File: src/rtl/adder_pkg.sv
// Shared constants and helpers for the segmented pipelined adder.
package adder_pkg;

    localparam logic ADD = 1'b0;
    localparam logic SUB = 1'b1;

    function automatic int adder_stages(input int width, input int seg);
        return width / seg;
    endfunction

endpackage

File: src/rtl/adder_seg_stage.sv
// One SEG-bit carry slice: registers slice sum, slice carry and valid.
module adder_seg_stage
    import adder_pkg::*;
#(
    parameter int SEG = 8
) (
    input  logic           clk,
    input  logic           rst,
    input  logic           adv,
    input  logic           in_valid,
    input  logic [SEG-1:0] a,
    input  logic [SEG-1:0] b,
    input  logic           cin,
    output logic           valid,
    output logic [SEG-1:0] sum,
    output logic           cout
);

    // SEG+1 bits so the slice carry is never truncated.
    logic [SEG:0] total;

    assign total = {1'b0, a} + {1'b0, b} + {{SEG{1'b0}}, cin};

    always_ff @(posedge clk) begin
        if (rst) begin
            valid <= 1'b0;
            sum   <= '0;
            cout  <= 1'b0;
        end else if (adv) begin
            valid <= in_valid;
            sum   <= total[SEG-1:0];
            cout  <= total[SEG];
        end
    end

endmodule

File: src/rtl/adder_pipe_seg.sv
// Pipelined add/sub: one SEG-bit carry slice resolved per stage.
module adder_pipe_seg
    import adder_pkg::*;
#(
    parameter int WIDTH = 32,
    parameter int SEG   = 8
) (
    input  logic             clk,
    input  logic             rst,
    input  logic             in_valid,
    output logic             in_ready,
    input  logic [WIDTH-1:0] a,
    input  logic [WIDTH-1:0] b,
    input  logic             cin,
    input  logic             sub,
    output logic             out_valid,
    input  logic             out_ready,
    output logic [WIDTH-1:0] sum,
    output logic             cout,
    output logic             ovf
);

    localparam int STAGES = adder_stages(WIDTH, SEG);

    if (SEG < 1 || WIDTH % SEG != 0 || STAGES < 1) begin : g_bad
        $fatal(1, "adder_pipe_seg: WIDTH must be a nonzero multiple of SEG");
    end

    logic             adv;
    logic [WIDTH-1:0] b_eff;
    logic             c0;

    // The whole pipe moves in lockstep, bubbles included.
    assign adv      = !out_valid || out_ready;
    assign in_ready = adv;

    always_comb begin
        b_eff = b;
        c0    = cin;
        unique case (sub)
            ADD: begin
                b_eff = b;
                c0    = cin;
            end
            SUB: begin
                b_eff = ~b;
                c0    = 1'b1;
            end
        endcase
    end

    for (genvar k = 0; k < STAGES; k++) begin : g
        localparam int UP = WIDTH - (k + 1) * SEG;

        logic [SEG-1:0]       sa;
        logic [SEG-1:0]       sb;
        logic [SEG-1:0]       s;
        logic                 sc;
        logic                 vi;
        logic                 v;
        logic                 c;
        logic                 am;
        logic                 bm;
        logic [(k+1)*SEG-1:0] rs;

        if (k == 0) begin : g_src
            assign sa = a[SEG-1:0];
            assign sb = b_eff[SEG-1:0];
            assign sc = c0;
            assign vi = in_valid;
            assign rs = s;

            always_ff @(posedge clk) begin
                if (rst) begin
                    am <= 1'b0;
                    bm <= 1'b0;
                end else if (adv) begin
                    am <= a[WIDTH-1];
                    bm <= b_eff[WIDTH-1];
                end
            end
        end else begin : g_src
            logic [k*SEG-1:0] lo;

            assign sa = g[k-1].g_up.ua[SEG-1:0];
            assign sb = g[k-1].g_up.ub[SEG-1:0];
            assign sc = g[k-1].c;
            assign vi = g[k-1].v;
            assign rs = {s, lo};

            // Resolved low sums and operand sign bits ride with the beat.
            always_ff @(posedge clk) begin
                if (rst) begin
                    am <= 1'b0;
                    bm <= 1'b0;
                    lo <= '0;
                end else if (adv) begin
                    am <= g[k-1].am;
                    bm <= g[k-1].bm;
                    lo <= g[k-1].rs;
                end
            end
        end

        if (UP > 0) begin : g_up
            logic [UP-1:0] ua;
            logic [UP-1:0] ub;

            if (k == 0) begin : g_ld
                always_ff @(posedge clk) begin
                    if (adv) begin
                        ua <= a[WIDTH-1:SEG];
                        ub <= b_eff[WIDTH-1:SEG];
                    end
                end
            end else begin : g_ld
                always_ff @(posedge clk) begin
                    if (adv) begin
                        ua <= g[k-1].g_up.ua[SEG +: UP];
                        ub <= g[k-1].g_up.ub[SEG +: UP];
                    end
                end
            end
        end

        adder_seg_stage #(
            .SEG(SEG)
        ) u_stage (
            .clk      (clk),
            .rst      (rst),
            .adv      (adv),
            .in_valid (vi),
            .a        (sa),
            .b        (sb),
            .cin      (sc),
            .valid    (v),
            .sum      (s),
            .cout     (c)
        );
    end

    assign out_valid = g[STAGES-1].v;
    assign sum       = g[STAGES-1].rs;
    assign cout      = g[STAGES-1].c;
    assign ovf       = (g[STAGES-1].am == g[STAGES-1].bm)
                    && (sum[WIDTH-1] != g[STAGES-1].am);

endmodule

File: config.mk
export PLATFORM = sky130hd
export DESIGN_NAME = adder_pipe_seg
export DESIGN_NICKNAME = d
export VERILOG_FILES = /design/src/rtl/adder_pkg.sv /design/src/rtl/adder_seg_stage.sv /design/src/rtl/adder_pipe_seg.sv
export SDC_FILE = /design/constraint.sdc
export NUM_CORES = 1
export LEC_CHECK = 0
export CAP_MARGIN = 20
export CORE_MARGIN = 2
export CORE_UTILIZATION = 40
export DETAILED_ROUTE_END_ITERATION = 8
export PLACE_DENSITY = 0.59
export SYNTH_ARGS = -nofsm -noshare
export SYNTH_HDL_FRONTEND = slang
export SYNTH_HIERARCHICAL = 1
export SYNTH_SLANG_ARGS = --single-unit
File: constraint.sdc
create_clock -name clk -period 6.9 [get_ports clk]
set_input_delay 1.725 -clock clk [delete_from_list [all_inputs] [get_ports clk]]
set_output_delay 1.725 -clock clk [all_outputs]
set_load 0.01 [all_outputs]
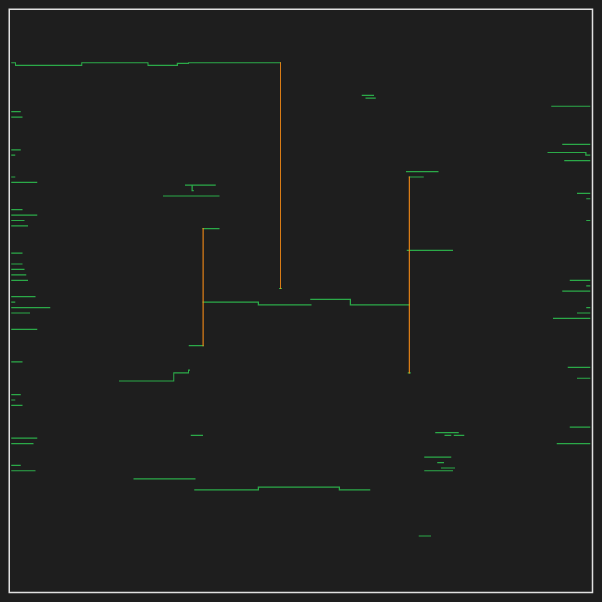
*Metal layers overlaid, run 1*
Drawn at 4 px/um. Only two layers are drawn.
legend:
  green:
    layer: met3
    wire_length: 477 um
  orange:
    layer: met4
    wire_length: 135 um

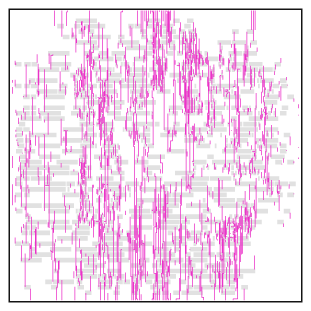
*Metal 2, run 1*
Drawn at 2 px/um. Cells faint in the background.
share of all routed wire: 49%
longest straight run: 56.6 um
main direction: vertical
nets with wire on the layer: 715

==> Slide: Implementation Results, run 1 <==
Physical Implementation Snapshot

Final timing
  • Peak Freq: 192 MHz
  • Crit path time final: 5.20 ns
  • Setup TNS: 0 ns
  • Relative slew slack: 48.7%
  • Post-layout period usage: 75.4%
  • Slew Viols, Final: 0
  • Final setup fails: 0
  • Unrepaired setup endpoints after global routing: no
  • Slew @ Worst Pin: 0.769 ns
  • Clk_skew: 0.00717 ns
  • Final hold viol count: 0

Logic synthesis
  • Cell with the most instances after synthesis: nand2_1
  • Mean area per synthesized cell: 12.0 um2
  • Cell variety after synth: 44
  • Yosys Instances: 669
  • Dominant cell area share: 36.0%
  • Synth Cell Area: 0.00800 mm2
  • Yosys top cell by area: edfxtp_1
  • Register bit count reported by yosys: 192
  • Most used DFF post-synth: edfxtp_1
  • Yosys chip area: 0.00800 mm2
  • Syn Nets: 775
  • Ys Warns: 6
  • Post-Syn Instances: 669
  • Post-synth top cells: 135 x nand2_1, 96 x dfxtp_1, 96 x edfxtp_1
  • Top cells by area, synth: edfxtp_1 36%, dfxtp_1 24%, nand2_1 6.3%
  • Asr flop ratio synth: 0%
  • Seq share, synth: 60.0%
  • EDFF count, synth: 96

Global route
  • Vias in the first global route: 4887
  • First-pass GRT wire length: 23700 um
  • All-Layer GR Usage: 13.9%
  • Largest net degree at the start of global routing: 80
  • Initial antenna violation count: 0
  • GR Overflow Total: 0

Placed design
  • Dpl hpwl: 9780 um
  • Gp weighted congestion: 0.766
  • Port-buffer cells: 105

Power and ir drop
  • Pleak: 3.66 nW
  • Total power: 0.00272 W
  • Peak supply drop: 0.176 mV
  • Pwr per Cell Area: 278 mW/mm2

Clocking
  • Setup bufs post-CTS: 0
  • CTS Sinks: 192
  • CTS Hold Bufs: 0
  • CTS root buffer: clkbuf_16
  • Worst-path clk slew: 0.07 ns
  • Num CTS Buffers: 17
  • Max H-tree Level: 4
  • Post_cts resized: 0
  • TritonCTS clock tree: built
  • CTS max path bufs: 2
  • Worst-Skew Late Latency: 0.42 ns

Routing
  • Routed wire per std cell: 13.7 um
  • Highest routed layer: met4
  • Via count: 5045
  • Post-route ant nets: 0
  • Starting DRC count in detailed routing: 367
  • Routed wire length: 14300 um
  • WL met1: 6680 um
  • Routed vias/inst: 4.82
  • DR WL met2: 7030 um
  • Number of remaining DRC errors: 0
  • Met3 WL: 477 um
  • Initial DRT Pass Iterations: 5

Setup path
  • Path length in cells of the critical path: 4
  • Worst Setup SP: out_ready
  • Slowest-stage cell, CP: clkdlybuf4s50_1
  • Reg-to-Reg End: g[0].u_stage/cout
  • Crit-path max FO: 79
  • Critical path, cell by cell: clkdlybuf4s50_1 > nor2b_4 > inv_6 > clkdlybuf4s50_1
  • Worst Path Required: 5.18 ns
  • CP Class: in -> out
  • Worst Setup End Kind: primary output
  • Buf/Inv on CP: 3
  • RR Startpoint: g[3].u_stage/valid
  • R2R depth: 7
  • R2R Setup Slk: 3.75 ns
  • Crit-path max cell delay: 0.66 ns
  • Crit path DAT: 3.48 ns
  • Cell mode on critical path: clkdlybuf4s50_1
  • Critical path startpoint category: input port
  • CP top delay family: buffers and inverters
  • Crit path capture: in_ready

Floorplanning
  • Die Span X: 145 um
  • Core area: 0.0195 mm2
  • Rows: 51
  • Fp util: 41.0%
  • Top Ports: 106
  • Chip area: 0.0212 mm2
  • Die Height: 145 um

Hold path
  • Hold Path Class: reg -> reg

Cells and area
  • Fillers: 1764
  • Layout cells sized above 1: 10.4%
  • Final nets: 874
  • Logic area: 0.00296 mm2
  • Register area: 0.00480 mm2
  • Antenna cell count: 0
  • Area growth syn-to-layout: 22.3%

Flow run
  • Max-Cap Viols: 0
  • OpenROAD warnings: 26

Outcome
  • Status: completed
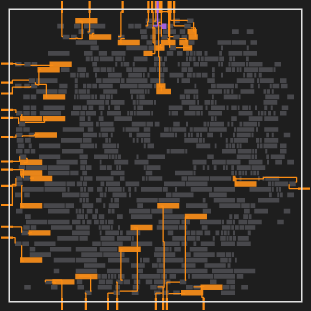
*Wires at chosen ports, followed through buffers, run 1*
Drawn at 2 px/um.
legend:
  orange:
    port: a
    direction: input
    edge: 12 left, 11 top, 8 bottom, 1 right
    end_cells: 34
    buffers: 32
    wire: 735 um
  purple:
    port: cin
    direction: input
    edge: top
    end_cells: 1
    buffers: 1
    wire: 11.3 um

-- run 1: sequential cells by signal, summed over array words and instances (netlist names) --
register	count
g.bm	4
g.g_up.ub	48
g.g_src.lo	48
g.g_up.ua	48
g.u_stage/valid	4
g.u_stage/sum	32
g.u_stage/cout	4
g.am	4
-- run 1: final cells by class --
cell class	instances	share of cell area (%)
Sequential cell	192	49.1
Clock inverter	12	1.37
Timing Repair Buffer	110	11.0
Inverter	9	0.396
Tap cell	265	3.39
Multi-Input combinational cell	438	30.2
Clock buffer	20	4.46
-- run 1: per-layer routing --
metal,vias up,GRT usage (%)
li1,2566,-
met1,2380,17.7
met2,90,23.2
met3,9,3.54
met4,0,4.71
met5,-,0
-- run 1: metrics by stage --
stage | std cells | hold slack (ns) | util (%) | worst slack (ns) | area, um2
6_report | 1046 | 0.417 | 50.1 | 1.70 | 9790
5_1_grt | 1046 | 0.428 | 50.1 | 1.63 | 9790
4_1_cts | 1046 | 0.418 | 50.1 | 1.69 | 9790
3_5_place_dp | 1014 | 0.405 | 47.2 | 1.70 | 9220
3_3_place_gp | 1014 | 0.402 | 47.2 | 1.72 | 9220
2_1_floorplan | 669 | 0.400 | - | 1.95 | 8000
-- run 1: layout by cell type (no fill, tap or decap), types with 4 or more instances in the layout --
cell type,Yosys,final
nand2_1,135,135
clkdlybuf4s50_1,0,103
dfxtp_1,96,96
edfxtp_1,96,96
a21oi_1,67,67
xor2_1,32,32
ha_1,28,28
nor2_1,23,23
clkbuf_16,0,17
xnor2_1,16,16
a21oi_2,12,12
a211oi_1,12,12
mux2i_1,12,12
o21ai_1,10,10
inv_1,8,8
o21bai_1,8,8
a211oi_2,8,8
fa_1,8,8
o21ai_0,7,7
o32ai_1,7,7
buf_4,4,6
nor3_1,5,5
inv_6,0,4
nand2b_1,4,4
a31oi_2,4,4
o21a_1,4,4
nor2_2,4,4
o22ai_1,4,4
o211ai_1,4,4
-- run 1: power by group --
part	switching, W	internal, W
logic	0.000192	0.000210
registers	0.0000521	0.00131
clock network	0.000410	0.000536
total	0.000654	0.00206
-- run 1: logic make-up (layout without fill, tap and decap cells) --
logic type                 after synthesis  after routing  share of synthesized area (%)
muxes                                   20             20                           2.77
and+or+nand+nor                        178            178                           9.11
buffers and inverters                   39            151                           2.99
adders and majority gates               36             36                           6.38
DFF                                    192            192                           60.0
AOI/OAI and AO/OA                      156            156                           13.5
xor gates and xnor gates                48             48                           5.25
-- run 1: worst register-to-register path, delay by kind of cell, from the launching register on --
kind                   cells  cell delay (ns)
flip-flops                 1             0.35
AND/OR/NAND/NOR            1             0.16
buffers and inverters      4             2.12
AND-OR/OR-AND              2             0.39
-- run 1: worst min-delay path by stage --
stage | start | endpoint | slack, ns | depth (start not counted)
floorplan | g[0].g_up.ua[8] | g[1].g_up.ua[0] | 0.40 | 0
global placement | g[0].g_up.ua[22] | g[1].g_up.ua[14] | 0.40 | 0
detailed placement | g[0].g_up.ub[19] | g[1].g_up.ub[11] | 0.40 | 0
CTS | g[0].g_up.ub[21] | g[1].g_up.ub[13] | 0.42 | 0
global route | g[0].g_up.ub[23] | g[1].g_up.ub[15] | 0.43 | 0
finish | g[0].g_up.ub[21] | g[1].g_up.ub[13] | 0.42 | 0
## Run 2: what changed since run 1
Settings changed: PLACE_DENSITY 0.59 to 0.61.
Clock period 6.9 ns to 4.3 ns, I/O delays scaled along.
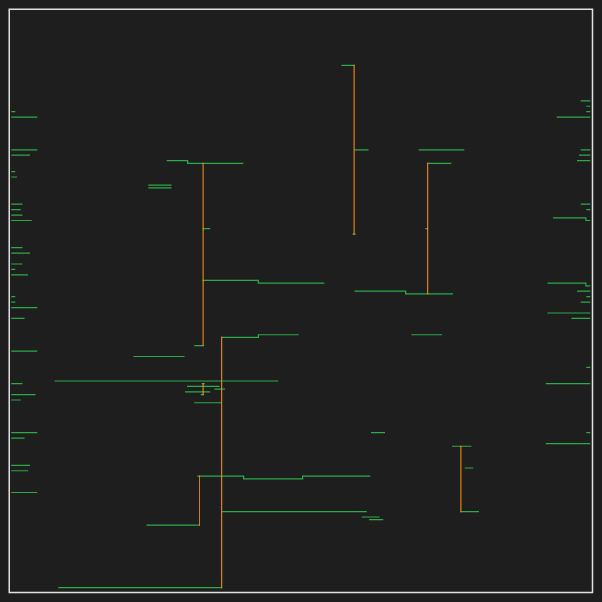
*Metal layers overlaid, run 2*
Drawn at 4 px/um. Only two layers are drawn.
legend:
  orange:
    layer: met4
    wire_length: 214 um
  green:
    layer: met3
    wire_length: 569 um

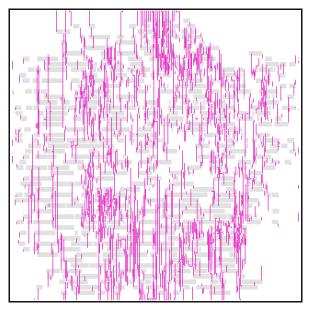
*Metal 2, run 2*
Drawn at 2 px/um. Cells faint in the background.
longest straight run: 46.5 um
main direction: vertical
share of all routed wire: 48%
nets with wire on the layer: 701
wire length on this layer: 6920 um
met2 Usage GRT: 22.4%
via count: 5031
routed wire length: 14400 um

==> run 2 against run 1 <==
Register-to-register slack worse by 1.6 ns; area after synthesis unchanged; core utilization is 0.19 points higher; clock power increased by about 70%; via count decreased by 0.28%; sequential share of layout area down 0.19 points; global-route usage fell by 0.17 points; power up 64%; first-iteration DRC count grew 4.6%; setup slack lost 0.73 ns; routed wire length up 0.37%; largest cell class unchanged.
==> Slide: Implementation Results, run 2 <==
Physical Implementation Snapshot

Logic synthesis
  • Dominant cell area share: 36.0%
  • Register bit count reported by yosys: 192
  • Cell variety after synth: 44
  • Ys Warns: 6
  • Most used DFF post-synth: edfxtp_1
  • Syn Nets: 775
  • Top cells by area, synth: edfxtp_1 36%, dfxtp_1 24%, nand2_1 6.3%
  • Synth Cell Area: 0.00800 mm2
  • Post-Syn Instances: 669
  • EDFF count, synth: 96
  • Seq share, synth: 60.0%
  • Yosys chip area: 0.00800 mm2
  • Yosys Instances: 669
  • Yosys top cell by area: edfxtp_1
  • Post-synth top cells: 135 x nand2_1, 96 x dfxtp_1, 96 x edfxtp_1
  • Asr flop ratio synth: 0%
  • Cell with the most instances after synthesis: nand2_1
  • Mean area per synthesized cell: 12.0 um2

Floorplanning
  • Chip area: 0.0212 mm2
  • Core area: 0.0195 mm2
  • Fp util: 41.0%
  • Top Ports: 106
  • Die Span X: 145 um
  • Die Height: 145 um
  • Rows: 51

Outcome
  • Status: completed

Placed design
  • Dpl hpwl: 9670 um
  • Worst slack at placement: 0.941 ns
  • Gp weighted congestion: 0.776
  • Port-buffer cells: 105
  • Dpl cells: 1013

Final timing
  • Final setup fails: 0
  • Final hold viol count: 0
  • Clk_skew: 0.00811 ns
  • Final setup margin: 0.973 ns
  • Crit path time final: 3.33 ns
  • Setup TNS: 0 ns
  • Unrepaired setup endpoints after global routing: no
  • Slew @ Worst Pin: 1.03 ns
  • Relative slew slack: 31.4%
  • Post-layout period usage: 77.4%
  • Slew Viols, Final: 0
  • Peak Freq: 301 MHz

Flow run
  • Max-Cap Viols: 0
  • OpenROAD warnings: 28

Routing
  • Routed vias/inst: 4.81
  • Routed wire per std cell: 13.8 um
  • Initial DRT Pass Iterations: 5
  • Post-route ant nets: 0
  • Starting DRC count in detailed routing: 384
  • Number of remaining DRC errors: 0

Cells and area
  • Top Layout Cells: 135 x nand2_1, 103 x clkdlybuf4s50_1, 96 x dfxtp_1, 96 x edfxtp_1, 67 x a21oi_1
  • Top Registers: g.g_up.ua (48), g.g_up.ub (48), g.g_src.lo (48)
  • Final nets: 873
  • Fin cells: 1045
  • Antenna cell count: 0
  • Layout cells sized above 1: 10.0%
  • Area growth syn-to-layout: 22.7%
  • Most numerous logic cell after layout: nand2_1

Clocking
  • CTS root buffer: clkbuf_16
  • Post_cts resized: 0
  • Setup bufs post-CTS: 0
  • CTS Hold Bufs: 0
  • Max H-tree Level: 4
  • CTS max path bufs: 2
  • Worst-path clk slew: 0.06 ns
  • CTS Sinks: 192
  • TritonCTS clock tree: built

Global route
  • Vias in the first global route: 4952
  • All-Layer GR Usage: 13.7%
  • GR Overflow Total: 0
  • First-pass GRT wire length: 23600 um
  • Initial antenna violation count: 0
  • Largest net degree at the start of global routing: 209

Setup path
  • Worst Path Required: 3.22 ns
  • Crit path DAT: 2.25 ns
  • CP Class: in -> out
  • Crit-path max FO: 2
  • Critical path startpoint category: input port
  • Worst Setup End Kind: primary output

Power and ir drop
  • Total power: 0.00445 W
  • Peak supply drop: 0.259 mV
  • Pleak: 3.67 nW
  • Pwr per Cell Area: 453 mW/mm2

Hold path
  • Hold Path Class: reg -> reg
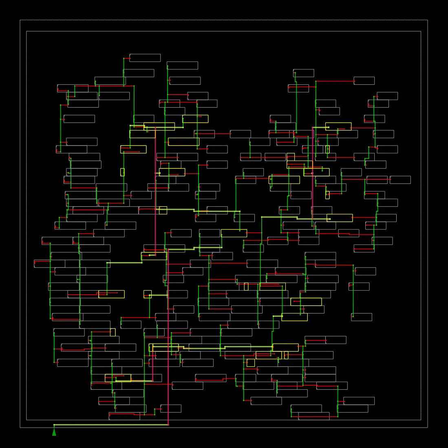
*Clock nets, run 2*
flop count: 192
Num CTS Buffers: 17
Worst-Skew Late Latency: 0.42 ns

-- run 2: netlist changes by cell type in the layout (fill, tap and decap cells not counted), sizes merged --
| cell | previous run | this run |
|---|---|---|
| inv | 12 | 9 |
| bufinv | 2 | 4 |
| clkinvlp | 2 | 4 |
| buf | 7 | 6 |
| clkinv | 5 | 4 |
-- run 2: path summary, 6_finish.rpt --
check,from,end,slack (ns),depth (start not counted)
setup / recovery,out_ready,in_ready,0.97,4
hold / removal,g[0].g_up.ua[10],g[1].g_up.ua[2],0.42,0
setup reg to reg,g[3].u_stage/valid,g[1].u_stage/cout,2.14,6
hold reg to reg,g[0].g_up.ua[10],g[1].g_up.ua[2],0.42,0
-- run 2: layout make-up --
class / instances / area [um2]
multi-input combinational: 438 / 2960
clock inverter: 12 / 166
inverter: 9 / 38.8
tap: 265 / 332
clock buffer: 20 / 437
sequential: 192 / 4800
timing repair buffer: 109 / 1090
fill: 1794 / 9700
-- run 2: kinds of logic (layout without fill, tap and decap cells) --
group,count (synthesis),after routing,synth area share (%)
compound gates,156,156,13.5
mux,20,20,2.77
fa+ha+maj,36,36,6.38
flops,192,192,60.0
simple gates,178,178,9.11
xor+xnor,48,48,5.25
buf+inv,39,150,2.99
-- run 2: critical path: stages --
cell and delay [ns]:
clkdlybuf4s50_1 0.45, nor2b_4 0.21, inv_6 0.05, clkdlybuf4s50_1 0.47
-- run 2: where the power goes --
part           internal (W)  leakage (nW)  switching, W  total, W
Clock              0.000966         0.279      0.000641   0.00161
Combinational      0.000337          1.58      0.000310  0.000648
Sequential          0.00211          1.81     0.0000846   0.00220
Total               0.00341          3.67       0.00104   0.00445
-- run 2: metal layers --
| layer | track usage (%) | up-vias | share of wire, % |
|---|---|---|---|
| li1 | - | 2562 | - |
| met1 | 17.9 | 2349 | 46 |
| met5 | 0 | - | 0 |
| met3 | 2.92 | 17 | 4.0 |
| met4 | 5.69 | 0 | 1.5 |
| met2 | 22.4 | 103 | 48 |
-- run 2: through the flow --
step	util, %	instance area (um2)	hold WS [ns]
global route	50.3	9820	0.430
detailed placement	47.2	9220	0.405
finish	50.3	9820	0.419
CTS	50.3	9820	0.420
global placement	47.2	9220	0.403
floorplan	-	8000	0.400
Power is estimated from default activity; no workload was simulated.
